### config.mk
export PLATFORM = sky130hd
export DESIGN_NAME = fifo_burst_reader
export DESIGN_NICKNAME = d
export VERILOG_FILES = /design/src/rtl/fifo_pkg.sv /design/src/rtl/fifo_out_skid.sv /design/src/rtl/fifo_burst_reader.sv
export SDC_FILE = /design/constraint.sdc
export NUM_CORES = 1
export LEC_CHECK = 0
export CORE_MARGIN = 2
export CORE_UTILIZATION = 40
export CTS_CLUSTER_SIZE = 16
export DETAILED_ROUTE_END_ITERATION = 10
export HOLD_SLACK_MARGIN = 0.12
export PLACE_DENSITY = 0.66
export SLEW_MARGIN = 10
export SYNTH_ARGS = -nofsm -noshare
export SYNTH_HDL_FRONTEND = slang
export SYNTH_SLANG_ARGS = --single-unit
### constraint.sdc
create_clock -name clk -period 6 [get_ports clk]
set_input_delay 0.9 -clock clk [delete_from_list [all_inputs] [get_ports clk]]
set_output_delay 0.9 -clock clk [all_outputs]
set_load 0.005 [all_outputs]
### src/rtl/fifo_pkg.sv
// Shared constants for the FIFO burst reader: FSM state encodings and default burst length.
package fifo_pkg;

  localparam logic [1:0] ST_IDLE  = 2'd0;
  localparam logic [1:0] ST_READ  = 2'd1;
  localparam logic [1:0] ST_DRAIN = 2'd2;

  localparam int unsigned BURST_LEN_DEF = 4;

endpackage

### src/rtl/fifo_out_skid.sv
// Two-entry in-order output buffer with valid/ready on both sides; exposes its occupancy
// so the reader can budget reads that are still in flight.
module fifo_out_skid #(
  parameter int W = 9
) (
  input  logic         clk,
  input  logic         rst_n,
  input  logic         s_valid,
  output logic         s_ready,
  input  logic [W-1:0] s_data,
  output logic         m_valid,
  input  logic         m_ready,
  output logic [W-1:0] m_data,
  output logic [1:0]   occ
);

  logic [W-1:0] head_q, head_d;
  logic [W-1:0] tail_q, tail_d;
  logic [1:0]   cnt_q, cnt_d;
  logic         push, pop;

  assign m_valid = (cnt_q != 2'd0);
  assign m_data  = head_q;
  assign occ     = cnt_q;
  // A full buffer can still take a beat in the same cycle the head leaves.
  assign s_ready = (cnt_q != 2'd2) || m_ready;
  assign push    = s_valid && s_ready;
  assign pop     = m_valid && m_ready;

  always_comb begin
    // NOTE: every *_d gets a default first so no path leaves it unassigned (no latch).
    head_d = head_q;
    tail_d = tail_q;
    cnt_d  = cnt_q;
    case ({push, pop})
      2'b10: begin
        if (cnt_q == 2'd0) head_d = s_data;
        else               tail_d = s_data;
        cnt_d = cnt_q + 2'd1;
      end
      2'b01: begin
        head_d = tail_q;
        cnt_d  = cnt_q - 2'd1;
      end
      2'b11: begin
        if (cnt_q == 2'd1) begin
          head_d = s_data;
        end else begin
          head_d = tail_q;
          tail_d = s_data;
        end
      end
      default: ;
    endcase
  end

  // NOTE: the data entries are reset as well, so m_data reads 0 while in reset.
  always_ff @(posedge clk or negedge rst_n) begin
    if (!rst_n) begin
      // NOTE: sequential state uses <= only; combinational blocks use =.
      head_q <= '0;
      tail_q <= '0;
      cnt_q  <= 2'd0;
    end else begin
      head_q <= head_d;
      tail_q <= tail_d;
      cnt_q  <= cnt_d;
    end
  end

endmodule

### src/rtl/fifo_burst_reader.sv
// Reads fixed-length bursts from a single-clock FIFO and streams them out with m_last.
// Optional BURST_FLUSH_EN adds a flush input that starts a short burst from a partial FIFO.
module fifo_burst_reader
  import fifo_pkg::*;
#(
  parameter int DATA_W    = 8,
  parameter int CNT_W     = 8,
  parameter int BURST_LEN = BURST_LEN_DEF
) (
  input  logic              clk,
  input  logic              rst,
`ifdef BURST_FLUSH_EN
  input  logic              flush,
`endif
  output logic              fifo_rd_en,
  input  logic [DATA_W-1:0] fifo_dout,
  input  logic              fifo_empty,
  input  logic [CNT_W-1:0]  fifo_count,
  output logic [DATA_W-1:0] m_data,
  output logic              m_valid,
  input  logic              m_ready,
  output logic              m_last,
  output logic              busy
);

  localparam logic [CNT_W-1:0] BURST_LEN_C = CNT_W'(BURST_LEN);
  localparam logic [CNT_W-1:0] ONE         = CNT_W'(1);

  logic [1:0]       state_q, state_d;
  logic [CNT_W-1:0] len_q, len_d;
  logic [CNT_W-1:0] rd_cnt_q, rd_cnt_d;
  logic             infl_q, infl_d;
  logic             infl_last_q, infl_last_d;

  logic             rd_en, last_rd;
  logic             sk_s_ready, sk_last;
  logic [1:0]       sk_occ;
  logic [1:0]       pending;

  // Beats that will sit in the buffer next cycle: what stays after this cycle's
  // transfer plus the read already in flight. A new read is only safe below two.
  assign pending = sk_occ - {1'b0, m_valid && m_ready} + {1'b0, infl_q};
  assign last_rd = (rd_cnt_q == len_q - ONE);

  always_comb begin
    state_d  = state_q;
    len_d    = len_q;
    rd_cnt_d = rd_cnt_q;
    rd_en    = 1'b0;
    case (state_q)
      ST_IDLE: begin
        if (fifo_count >= BURST_LEN_C) begin
          state_d  = ST_READ;
          len_d    = BURST_LEN_C;
          rd_cnt_d = '0;
        end
`ifdef BURST_FLUSH_EN
        else if (flush && !fifo_empty && (fifo_count != '0)) begin
          state_d  = ST_READ;
          len_d    = (fifo_count < BURST_LEN_C) ? fifo_count : BURST_LEN_C;
          rd_cnt_d = '0;
        end
`endif
      end
      ST_READ: begin
        if (!fifo_empty && (rd_cnt_q < len_q) && (pending < 2'd2)) begin
          rd_en    = 1'b1;
          rd_cnt_d = rd_cnt_q + ONE;
          if (last_rd) state_d = ST_DRAIN;
        end
      end
      ST_DRAIN: begin
        if (m_valid && m_ready && m_last) state_d = ST_IDLE;
      end
      default: state_d = ST_IDLE;
    endcase
    infl_d      = rd_en;
    infl_last_d = rd_en && last_rd;
  end

  always_ff @(posedge clk or negedge rst) begin
    if (!rst) begin
      state_q     <= ST_IDLE;
      len_q       <= '0;
      rd_cnt_q    <= '0;
      infl_q      <= 1'b0;
      infl_last_q <= 1'b0;
    end else begin
      state_q     <= state_d;
      len_q       <= len_d;
      rd_cnt_q    <= rd_cnt_d;
      infl_q      <= infl_d;
      infl_last_q <= infl_last_d;
    end
  end

  fifo_out_skid #(.W(DATA_W + 1)) u_skid (
    .clk     (clk),
    .rst_n   (rst),
    .s_valid (infl_q),
    .s_ready (sk_s_ready),
    .s_data  ({infl_last_q, fifo_dout}),
    .m_valid (m_valid),
    .m_ready (m_ready),
    .m_data  ({sk_last, m_data}),
    .occ     (sk_occ)
  );

  // The read budget guarantees every returning beat finds room in the buffer.
  assert property (@(posedge clk) disable iff (!rst) infl_q |-> sk_s_ready);

  assign fifo_rd_en = rd_en;
  assign m_last     = sk_last && m_valid;
  assign busy       = (state_q != ST_IDLE);

endmodule
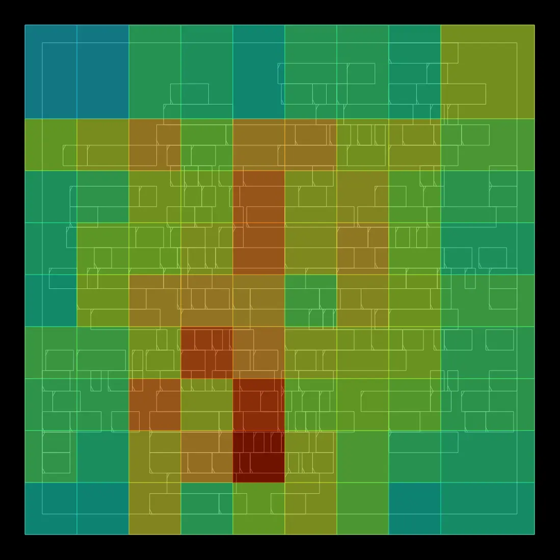
Figure 1: run 1, track usage over the die.
Final Util: 53.5%
grt peak-use layer: met2

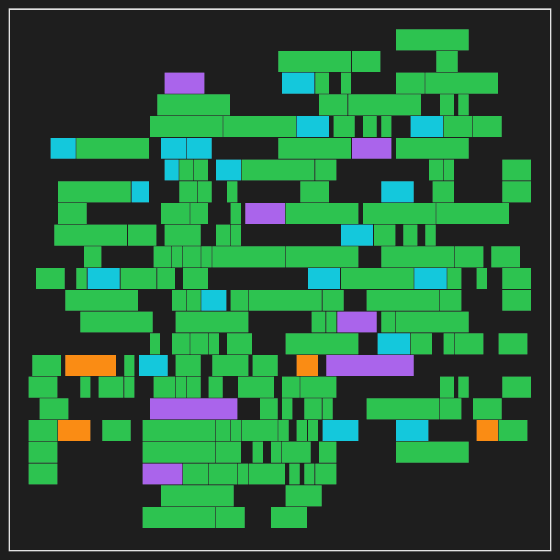
Figure 2: run 1, drive-strength map.
colour	size	cells	share	most used
cyan	x2	19	10%	mux2_2
purple	x6 and larger	7	3.8%	clkbuf_8
orange	x3 and x4	4	2.2%	buf_4
green	x1 and smaller	154	84%	dfrtp_1
final instance area: 2110 sq um
final worst setup slack: 1.92 ns
Area Growth Syn to Fin: 30.2%

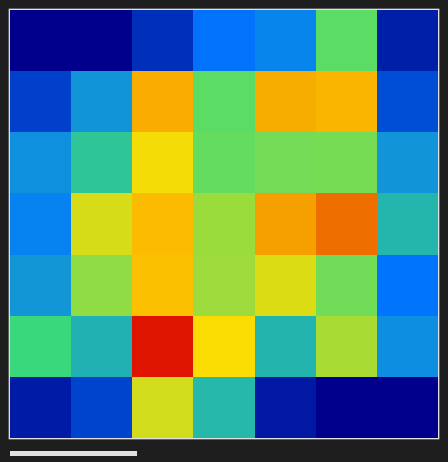
Figure 3: run 1, cell density map.
Scale bar: 20 um. The die is cut into 7 by 7 equal tiles; dark blue is low, red is high, 0 to 100% covered.
tiles over 75% full	16%
mean over tiles	45%
densest ninth of the die	centre

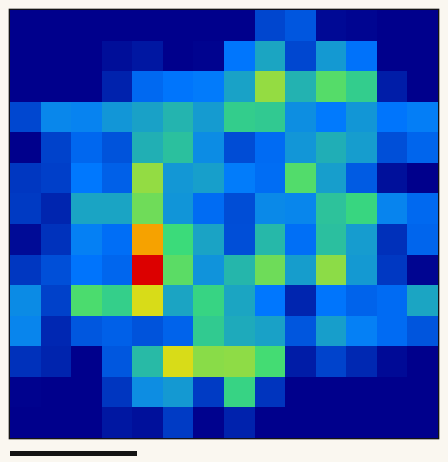
Figure 4: run 1, signal metal coverage by tile.
Scale bar: 20 um. The die is cut into 14 by 14 equal tiles; dark blue is low, red is high, scaled to the fullest tile. Values are wire area over tile area, all layers added.
mean over tiles	0.11
nearly empty tiles	24%
tiles over half the peak	8.2%
fullest tile	0.50
densest ninth of the die	centre

==> results.py, run 1 <==
# Physical implementation metrics
metrics = {
    "sta": {
        "worst_hold_slack_ns": 0.486,
        "relSlewSlack_pct": 64.4,
        "rsz0062_at_grt": "false",
        "skew_ns": 0.0123,
        "max_freq_ghz": 0.245,
        "setup_tns_ns": 0,
        "finalMaxSlewViolations": 0,
        "worst_slew_pin_slew_ns": 0.533,
    },
    "global_routing": {
        "met1_usage_pct": 18.1,
        "antenna_found_initial": 0,
        "grt_start_max_net_pins": 34,
    },
    "finish": {
        "final-seq-area_sq_um": 826,
        "flops": 33,
        "num_antenna_cells": 0,
        "seq_share_pct": 39.1,
        "logic_gate_count": 102,
        "comb_area_sq_um": 744,
        "clockNetworkAreaShare_pct": 6.35,
        "clkbuf_count": 5,
        "n_fill_cell": 336,
        "lay_top_count": "dfrtp_1",
    },
    "synth": {
        "yosys.area.top_type": "dfrtp_1",
        "compound_area_share_pct": 13.8,
        "avgSynthCellArea_sq_um": 10.9,
        "synthTopCellsByArea": "dfrtp_1, ha_1, mux2_2",
        "ys_area_sq_um": 1620,
        "logic_family": "simple AND/OR/NAND/NOR gates",
        "synth_warnings": 0,
        "synthCells": 148,
        "synth_seq_share_pct": 51.0,
        "ys_ff": 33,
        "synth_nets": 177,
        "mux_share_pct": 7.57,
    },
    "setup_path": {
        "slowest_delay_ns": 0.50,
        "r2r_start": "u_skid.occ[0]",
        "cp_cell_sequence": "clkdlybuf4s50_1 > nand2_1 > inv_1 > ha_1 > nor2b_1 > xnor2_1 > nand3_1 > inv_1 > clkdlybuf4s50_1",
        "cp.arrival_ns": 3.18,
        "cp_slowest_cell": "clkdlybuf4s50_1",
        "crit_start": "m_ready",
        "critPathBufInv": 4,
        "reg2regPathDepth": 10,
        "crit_cells": 9,
        "crit_type": "in -> out",
        "endpoint": "fifo_rd_en",
        "regToRegSetupSlack_ns": 3.57,
        "worstReg2RegEnd": "rd_cnt_q[1]",
        "cp_max_fo": 6,
    },
    "pwr": {
        "powerDensity_nw_per_um2": 477,
        "combPwrFrac_pct": 40.1,
        "power_mw": 1.01,
        "p_int_mw": 0.684,
        "switchingPower_mw": 0.322,
        "leakage_nw": 0.938,
        "seqPwrFrac_pct": 35.3,
        "pg_comb_mw": 0.404,
        "switching_share_pct": 32.0,
        "powerSeq_mw": 0.355,
        "vdd_drop_max_mv": 0.199,
    },
    "clock_network": {
        "postCtsResizedCells": 0,
        "cts_setup_buffers": 0,
        "cts-root-buf": "clkbuf_8",
        "clockBufferDepth": 2,
        "htreeDepth": 2,
        "clkLatencyLatePin_ns": 0.29,
        "cts_tree": "done",
        "cts_made_buffers": 5,
    },
    "routing": {
        "drt-met1-wl_um": 1350,
        "dr_wl_met2_um": 1530,
        "drc_errors": 0,
        "routed-via-count": 1191,
        "first_pass_iters": 4,
        "top_layer": "met4",
        "wirelength_um": 3140,
        "viasPerCell": 5.09,
        "drtAntennaViolNets": 0,
        "first_iter_violations": 62,
    },
    "placed_design": {
        "dp_cells": 226,
        "place_area_sq_um": 1980,
        "io_buffers": 29,
        "hpwl_um": 2290,
        "place.gp.congestion": 0.786,
    },
    "floorplanning": {
        "die_h_um": 67.6,
        "n_tap_cell": 50,
    },
    "status": {
        "status": "finished, final reports clean",
    },
    "min_path": {
        "hold_end": "u_skid.m_data[3]",
        "hold-path-cell-count": 2,
    },
    "run": {
        "warnings": 32,
    },
}
run 1: cells in the mapped netlist:
cell,count
mux2_2,10
o2111ai_1,1
dfrtp_1,33
and2b_2,4
and2_1,1
nor2_1,3
o31ai_1,1
a21oi_1,2
a31o_1,1
mux2i_1,1
clkbuf_1,1
xnor2_1,3
nor3_1,3
buf_2,1
o211ai_2,1
ha_1,9
nand4_1,2
inv_1,10
o41ai_1,1
or4_4,1
nand2_1,19
or2_2,1
o21ai_0,10
buf_1,1
and4b_1,1
o21a_1,1
o31a_4,1
a31oi_1,1
xor2_1,1
o21ba_2,1
and3_1,2
a31o_2,1
nand3_1,3
nand2b_1,2
nor2b_1,5
a22oi_1,9
==> inputs of run 2 (changes only) <==
clock period = 3.9 ns   (was 6 ns; I/O delays follow)
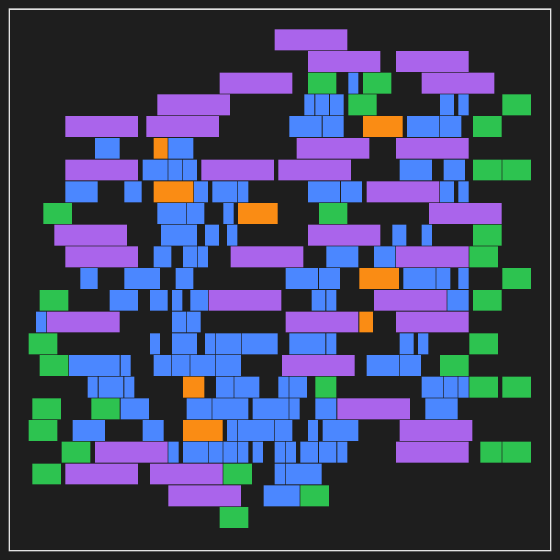
Figure 5: run 2, cell classes on the final placement.
colour	class	cells
purple	registers	33
orange	clock drivers and dummy loads	8
blue	remaining logic cells	112
green	remaining buffers and delay cells	31

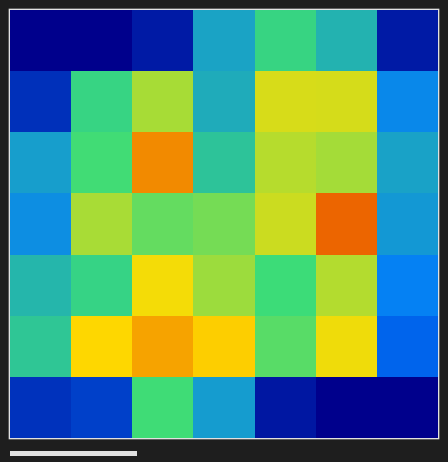
Figure 6: run 2, cell density map.
Scale bar: 20 um. The die is cut into 7 by 7 equal tiles; dark blue is low, red is high, 0 to 100% covered.
mean over tiles	44%
fullest tile	89%
nearly empty tiles	8.2%
Final Util: 52.3%
core area: 3940 sq um
FP Util: 41.1%

==> results.py, run 2 <==
# Physical implementation metrics
metrics = {
    "routing": {
        "drc_errors": 0,
        "top_layer": "met4",
        "first_pass_iters": 5,
        "routed-via-count": 1178,
        "drt-wirelength-per-cell_um": 13.2,
        "viasPerCell": 5.03,
        "wirelength_um": 3090,
        "first_iter_violations": 44,
        "drt-met1-wl_um": 1270,
        "drtAntennaViolNets": 0,
    },
    "pwr": {
        "power_mw": 1.42,
        "powerSeq_mw": 0.547,
        "leakage_nw": 0.914,
        "powerDensity_nw_per_um2": 686,
        "p_int_mw": 0.923,
        "switching_share_pct": 34.8,
        "pg_comb_mw": 0.619,
        "vdd_drop_max_mv": 0.270,
        "switchingPower_mw": 0.493,
        "seqPwrFrac_pct": 38.7,
        "combPwrFrac_pct": 43.7,
    },
    "placed_design": {
        "hpwl_um": 2260,
        "dp_cells": 226,
        "place.gp.congestion": 0.839,
        "io_buffers": 29,
    },
    "finish": {
        "area_delta_synth_final_pct": 27.3,
        "comb_share_pct": 36.1,
        "n_fill_cell": 351,
        "flops": 33,
        "seq_share_pct": 40.0,
        "comb_area_sq_um": 744,
        "nNetsFinal": 212,
        "clockNetworkAreaShare_pct": 4.19,
        "final-seq-area_sq_um": 826,
        "clkbuf_count": 5,
        "logic_gate_count": 102,
        "num_antenna_cells": 0,
        "lay_top_count": "dfrtp_1",
    },
    "clock_network": {
        "htreeDepth": 2,
        "cts-root-buf": "clkbuf_8",
        "cts_tree": "done",
        "cts_setup_buffers": 0,
        "clkLatencyLatePin_ns": 0.29,
        "clockBufferDepth": 2,
        "cts_made_buffers": 5,
        "postCtsResizedCells": 0,
        "path_clk_slew_ns": 0.07,
    },
    "floorplanning": {
        "num_rows": 23,
        "die_h_um": 67.6,
        "n_tap_cell": 50,
    },
    "synth": {
        "synth.most_common_cell": "dfrtp_1",
        "ys_area_sq_um": 1620,
        "synth_nets": 177,
        "common_cells": "dfrtp_1, nand2_1, inv_1, mux2_2, o21ai_0",
        "logic_family": "simple AND/OR/NAND/NOR gates",
        "synthTopCellsByArea": "dfrtp_1, ha_1, mux2_2",
        "avgSynthCellArea_sq_um": 10.9,
        "edf_count": 0,
        "yosys_most_used_dff": "dfrtp_1",
        "ys_ff": 33,
        "synthCells": 148,
        "yosys.area.top_type": "dfrtp_1",
        "synthArstFlopShare_pct": 100,
        "mux_share_pct": 7.57,
        "compound_area_share_pct": 13.8,
        "synth_seq_share_pct": 51.0,
    },
    "sta": {
        "relSlewSlack_pct": 63.7,
        "skew_ns": 0.00421,
        "finalMaxSlewViolations": 0,
        "rsz0062_at_grt": "false",
        "max_freq_ghz": 0.284,
        "setup_tns_ns": 0,
        "worst_slew_pin_slew_ns": 0.543,
    },
    "run": {
        "warnings": 32,
    },
    "status": {
        "status": "finished, final reports clean",
    },
    "setup_path": {
        "cp_max_fo": 6,
        "cp_cell_sequence": "inv_1 > ha_1 > inv_1 > nand2_1 > inv_1 > ha_1 > xor2_1 > xnor2_1 > nand3_1 > inv_1 > clkdlybuf4s50_1",
        "crit_type": "reg -> out",
        "cp_slowest_cell": "clkdlybuf4s50_1",
        "slowest_delay_ns": 0.51,
        "worstPathRequired_ns": 3.31,
    },
    "global_routing": {
        "met1_usage_pct": 18.4,
        "grt_start_max_net_pins": 34,
        "grt.busiest_layer": "met2",
        "antenna_found_initial": 0,
    },
}
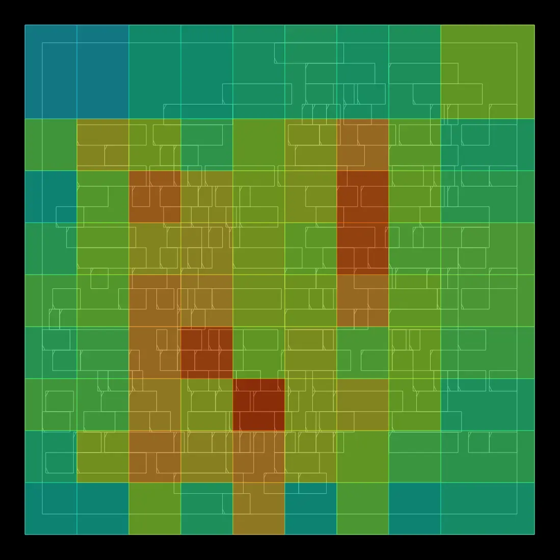
Figure 7: run 2, track usage over the die.
GR Util met2: 27.3%
GRT Total Usage: 15.7%

[run 2: path summary, 6_finish.rpt]
kind	cells after the start	end	slack, ns	start
setup / recovery	11	fifo_rd_en	0.37	u_skid.occ[0]
hold / removal	2	u_skid.m_data[1]	0.48	u_skid.m_data[1]
setup reg to reg	10	rd_cnt_q[1]	1.43	u_skid.occ[0]
hold reg to reg	2	u_skid.m_data[1]	0.48	u_skid.m_data[1]
max in group asynchronous	2	len_q[2]	2.90	rst
min in group asynchronous	2	u_skid.m_data[5]	0.70	rst
[run 2: metrics by stage]
step	hold slack (ns)	cell area (sq um)	setup slack, ns
6_report	0.479	2060	0.375
5_1_grt	0.521	2060	0.126
4_1_cts	0.486	2060	0.358
3_5_place_dp	0.470	1980	0.451
3_3_place_gp	0.461	1980	0.537
2_1_floorplan	0.289	1620	1.44
No activity file was given, so power comes from the tool's default toggle rates.
